==> images/logic_types.png <==
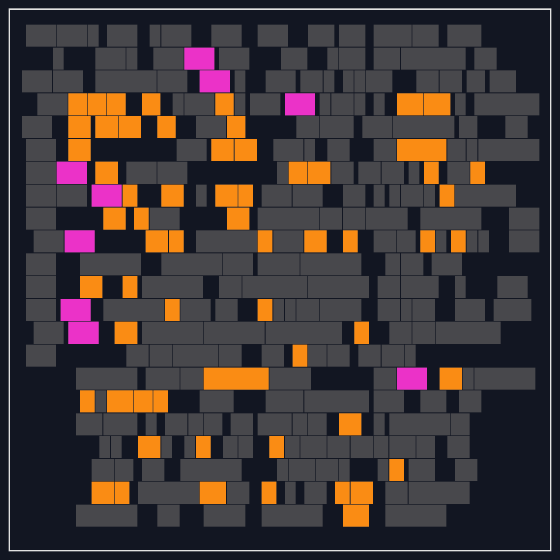
==> images/clk_routes.png <==
Bar = 20 µm.
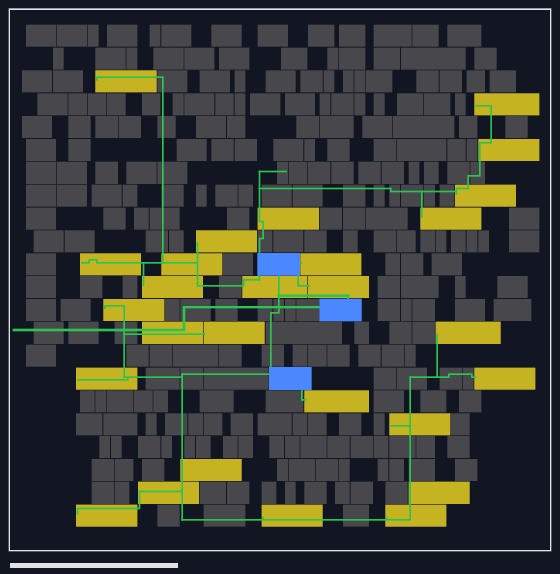
==> src/rtl/uart_tx_scheduler_if.sv <==
`default_nettype none
// ============================================================================
//  Module      : uart_tx_scheduler_if
//  Description : Requester / transmitter handshake bundle for the UART TX
//                scheduler. The master side is the requester and transmitter
//                environment; the slave side is the scheduler itself.
//  Revision    : 1.0  initial release
// ============================================================================
interface uart_tx_scheduler_if;

    // Four requesters: valid bit k and byte lane [8k+7:8k] belong to requester k.
    logic [3:0]  i_req_valid;
    logic [31:0] i_req_data;
    logic [3:0]  o_req_ready;

    // Transmitter side and status.
    logic [7:0]  o_tx_data;
    logic        o_tx_start;
    logic        o_busy;
    logic [1:0]  o_grant_id;

    modport master (
        output i_req_valid,
        output i_req_data,
        input  o_req_ready,
        input  o_tx_data,
        input  o_tx_start,
        input  o_busy,
        input  o_grant_id
    );

    modport slave (
        input  i_req_valid,
        input  i_req_data,
        output o_req_ready,
        output o_tx_data,
        output o_tx_start,
        output o_busy,
        output o_grant_id
    );

endinterface
`default_nettype wire

==> src/rtl/uart_tx_scheduler.sv <==
`default_nettype none
// ============================================================================
//  Module      : uart_tx_scheduler
//  Description : Round-robin scheduler feeding bytes from four requesters to a
//                single UART transmitter. One byte is accepted in IDLE, a
//                one-cycle start pulse is issued in START, and WAIT holds the
//                byte for a full frame before the next arbitration.
//  Revision    : 1.0  initial release
// ============================================================================
module uart_tx_scheduler #(
    parameter int CYCLES_PER_BIT = 434
) (
    input  wire logic          clk,
    input  wire logic          r_reset,
    uart_tx_scheduler_if.slave bus
);

    // One 10-bit frame plus the transmitter's two-cycle input-register latency.
    localparam int FRAME_CYCLES = 10 * CYCLES_PER_BIT + 2;

    // Counter only has to reach FRAME_CYCLES-1, so clog2(FRAME_CYCLES) bits suffice.
    localparam int              CNT_W    = (FRAME_CYCLES > 1) ? $clog2(FRAME_CYCLES) : 1;
    localparam logic [CNT_W-1:0] CNT_LAST = CNT_W'(FRAME_CYCLES - 1);

    typedef enum logic [1:0] {
        IDLE  = 2'd0,
        START = 2'd1,
        WAIT  = 2'd2
    } state_t;

    state_t            state_q;
    state_t            state_d;
    logic [CNT_W-1:0]  cnt_q;
    logic [CNT_W-1:0]  cnt_d;
    logic [7:0]        r_byte;
    logic [1:0]        r_last_grant;
    logic [1:0]        grant_id_q;

    logic              win_found;
    logic [1:0]        win_idx;
    logic [3:0]        ready_d;
    logic              accept;
    logic              start_d;

    // Round-robin search: begin one past the last grant and wrap upward; the
    // previous winner is therefore examined last.
    always_comb begin
        logic [1:0] cand;
        win_found = 1'b0;
        win_idx   = 2'd0;
        cand      = 2'd0;
        for (int off = 1; off <= 4; off++) begin
            cand = r_last_grant + 2'(off);
            if (!win_found && bus.i_req_valid[cand]) begin
                win_found = 1'b1;
                win_idx   = cand;
            end
        end
    end

    // Next-state, frame counter and handshake strobes.
    always_comb begin
        state_d = state_q;
        cnt_d   = cnt_q;
        ready_d = 4'b0000;
        accept  = 1'b0;
        start_d = 1'b0;
        unique case (state_q)
            IDLE: begin
                if (win_found) begin
                    ready_d = 4'b0001 << win_idx;
                    accept  = 1'b1;
                    state_d = START;
                end
            end
            START: begin
                start_d = 1'b1;
                cnt_d   = '0;
                state_d = WAIT;
            end
            WAIT: begin
                if (cnt_q == CNT_LAST) begin
                    cnt_d   = '0;
                    state_d = IDLE;
                end else begin
                    cnt_d = cnt_q + 1'b1;
                end
            end
            default: begin
                cnt_d   = '0;
                state_d = IDLE;
            end
        endcase
    end

    // State register; reset aborts any frame in flight and makes requester 0
    // the first candidate by parking the last grant at 3.
    always_ff @(posedge clk) begin
        if (r_reset) begin
            state_q      <= IDLE;
            cnt_q        <= '0;
            r_byte       <= 8'h00;
            r_last_grant <= 2'd3;
            grant_id_q   <= 2'd0;
        end else begin
            state_q <= state_d;
            cnt_q   <= cnt_d;
            if (accept) begin
                r_byte       <= bus.i_req_data[{win_idx, 3'b000} +: 8];
                r_last_grant <= win_idx;
                grant_id_q   <= win_idx;
            end
        end
    end

    // Strobes and status are forced low while reset is held so nothing leaks
    // out of an aborted frame.
    assign bus.o_req_ready = r_reset ? 4'b0000 : ready_d;
    assign bus.o_tx_start  = start_d & ~r_reset;
    assign bus.o_busy      = (state_q != IDLE) & ~r_reset;
    assign bus.o_tx_data   = r_byte;
    assign bus.o_grant_id  = grant_id_q;

endmodule
`default_nettype wire
==> src/flat_wrapper.sv <==
// flat-port wrapper written by rule: the top's interface ports become plain ports
module uart_tx_scheduler_flat 
#(
    parameter int CYCLES_PER_BIT = 434
)
  (clk, r_reset, bus_i_req_valid, bus_i_req_data, bus_o_req_ready, bus_o_tx_data, bus_o_tx_start, bus_o_busy, bus_o_grant_id);
  uart_tx_scheduler_if bus_i ();
  input  wire logic clk;
  input  wire logic r_reset;
  input wire logic [$bits(bus_i.i_req_valid)-1:0] bus_i_req_valid;
  input wire logic [$bits(bus_i.i_req_data)-1:0] bus_i_req_data;
  output wire logic [$bits(bus_i.o_req_ready)-1:0] bus_o_req_ready;
  output wire logic [$bits(bus_i.o_tx_data)-1:0] bus_o_tx_data;
  output wire logic [$bits(bus_i.o_tx_start)-1:0] bus_o_tx_start;
  output wire logic [$bits(bus_i.o_busy)-1:0] bus_o_busy;
  output wire logic [$bits(bus_i.o_grant_id)-1:0] bus_o_grant_id;
  assign bus_i.i_req_valid = bus_i_req_valid;
  assign bus_i.i_req_data = bus_i_req_data;
  assign bus_o_req_ready = bus_i.o_req_ready;
  assign bus_o_tx_data = bus_i.o_tx_data;
  assign bus_o_tx_start = bus_i.o_tx_start;
  assign bus_o_busy = bus_i.o_busy;
  assign bus_o_grant_id = bus_i.o_grant_id;
  uart_tx_scheduler #(.CYCLES_PER_BIT(CYCLES_PER_BIT)) u_core (.clk(clk), .r_reset(r_reset), .bus(bus_i));
endmodule
==> config.mk <==
export PLATFORM = sky130hd
export DESIGN_NAME = uart_tx_scheduler_flat
export DESIGN_NICKNAME = d
export VERILOG_FILES = /design/src/rtl/uart_tx_scheduler_if.sv /design/src/rtl/uart_tx_scheduler.sv /design/src/flat_wrapper.sv
export SDC_FILE = /design/constraint.sdc
export NUM_CORES = 1
export LEC_CHECK = 0
export CORE_UTILIZATION = 40
export DETAILED_ROUTE_END_ITERATION = 8
export PLACE_DENSITY_LB_ADDON = 0.1
export SYNTH_ARGS = -nofsm -noshare
export SYNTH_HDL_FRONTEND = slang
export SYNTH_SLANG_ARGS = --single-unit
==> constraint.sdc <==
create_clock -name clk -period 1.8 [get_ports clk]
set_input_delay 0.18 -clock clk [delete_from_list [all_inputs] [get_ports clk]]
set_output_delay 0.18 -clock clk [all_outputs]
set_load 0.005 [all_outputs]
==> results.txt <==
Notes on the physical implementation.

- The number of endpoints failing setup at the final stage is 7, for reference.
- For this design, the CTS-stage hold fixing added 0 buffers.
- Per the gpl log, the routability congestion estimate is around 0.8.
- In this run the biggest area consumer among cell types represents a little over a third of the synthesized area.
- A synthesized cell averages approximately 8.2 µm².
- The leakage power in the latest report is ~1.1 nW.
- The average wire per standard cell is 13.0 µm, for reference.
- Net switching is between 30% and 40% of the power.
- The cell type that accounts for the most area after synthesis is dfxtp_1.
- The cell area reported after detailed placement is approximately 0.0024 mm², for reference.
- The number of warnings printed during yosys synthesis is 0, for reference.
- The fraction of final layout cells sized beyond drive strength 1 is 25.9%, for reference.
- The clock network area share is around 1.7%, for reference.
- The flip-flop and latch count after synthesis is 27, for reference.
- The flow reports an fmax of around 540 MHz.
- Of the total synthesized cell area, the portion taken by AND-OR and OR-AND cells is between 20% and 30%.
- In this design, the largest share of critical-path delay is due to AND-OR/OR-AND gates.
- The final cell utilization of the core is 70.4%, for reference.
- Walking the critical path from launch to capture passes 8 cell instances.
- The flow ran to the end, but the final reports show violations.
- The wire length of the first global-routing pass is approximately 7400 µm, for reference.
- The register bank with the most flops is u_core.cnt_q, for reference.
- The number of antenna repair diodes is 0, for reference.
- The longest incremental delay of any stage on the critical path is reported as 470 ps.
- In this run, distinct cell masters in the synthesized netlist total 43.
- TritonCTS built the clock tree.
- The remaining max-slew budget at the tightest pin is between 70% and 80%, for reference.
- The sequential power reported by the tool is between 0.7 and 0.8 mW.
- For this run, global-route usage on met2 was measured as a little over a third.
- The number of nets handed over by synthesis was around 230.
- The synthesis report lists the most area-consuming cells as dfxtp_1 35%, a211oi_1 7.7%, mux2i_1 5.8%, o21ai_0 4.2%, a21oi_1 3.9%.
- The synthesized netlist devotes 1.61% of its cell area to adder and majority cells.
- The maximum buffer depth of the clock tree is 2, for reference.
- The final reports fail on negative setup slack.
- The pin slew with the least headroom to its limit is about 440 ps, for reference.
- The non-filler instance count after layout is about 330, for reference.
- IR analysis of the VDD net gives a maximum drop of ~0.00054 V.
- The path depth of the worst reg2reg path is 8, for reference.
- Endpoints failing hold in the final report were tallied at 0.
- The most used flip-flop cell after synthesis is dfxtp_1.
- The area recorded from the Yosys report for this design is between 0.0015 and 0.002 mm².
- By startpoint and endpoint, the worst setup path is classified as register to register.
- The number of standard-cell rows in the floorplan is 22, for reference.
- The number of H-tree levels is 1, for reference.
- For the finished layout, the period the worst path requires is between 1500 and 2000 ps.
- The final layout contains 327 nets.
- Across the whole layout, storage elements make up between 20% and 30% of the cell area.
- Traced cell by cell, the critical path runs through inv_2, ha_4, or4bb_4, o31ai_4, buf_6, nor2_1, o21ai_1, o31ai_1.
- The count of sequential standard cells is 27, for reference.
- The clock network fraction of total power is roughly a fifth, for reference.
- The number of well taps is about 48, for reference.
- The worst slack at placement is -354 ps, for reference.
- Max-slew check failures listed in the final report amount to 0.
- The global routing usage summed across all routing layers is 22.4%, for reference.
- The post-layout total power is approximately 1.8 mW, for reference.
- The met3 track demand over resource is between 6 and 7%, for reference.
- Once routing completed, OpenROAD measured the worst setup slack at -46.4 ps.
-- logic_types.png (at the start) --
[aoi and oai cells] orange | cells: 61 | where: spread over the die
[mux cells] magenta | cells: 9

-- clk_routes.png (at the start) --
[flip-flops] yellow | count: 27
[clock wires] green | length: 342 µm
[clock drivers] blue | count: 3
routed clock nets: 4
flops lie: spread over the die

No activity file was given, so power comes from the tool's default toggle rates.
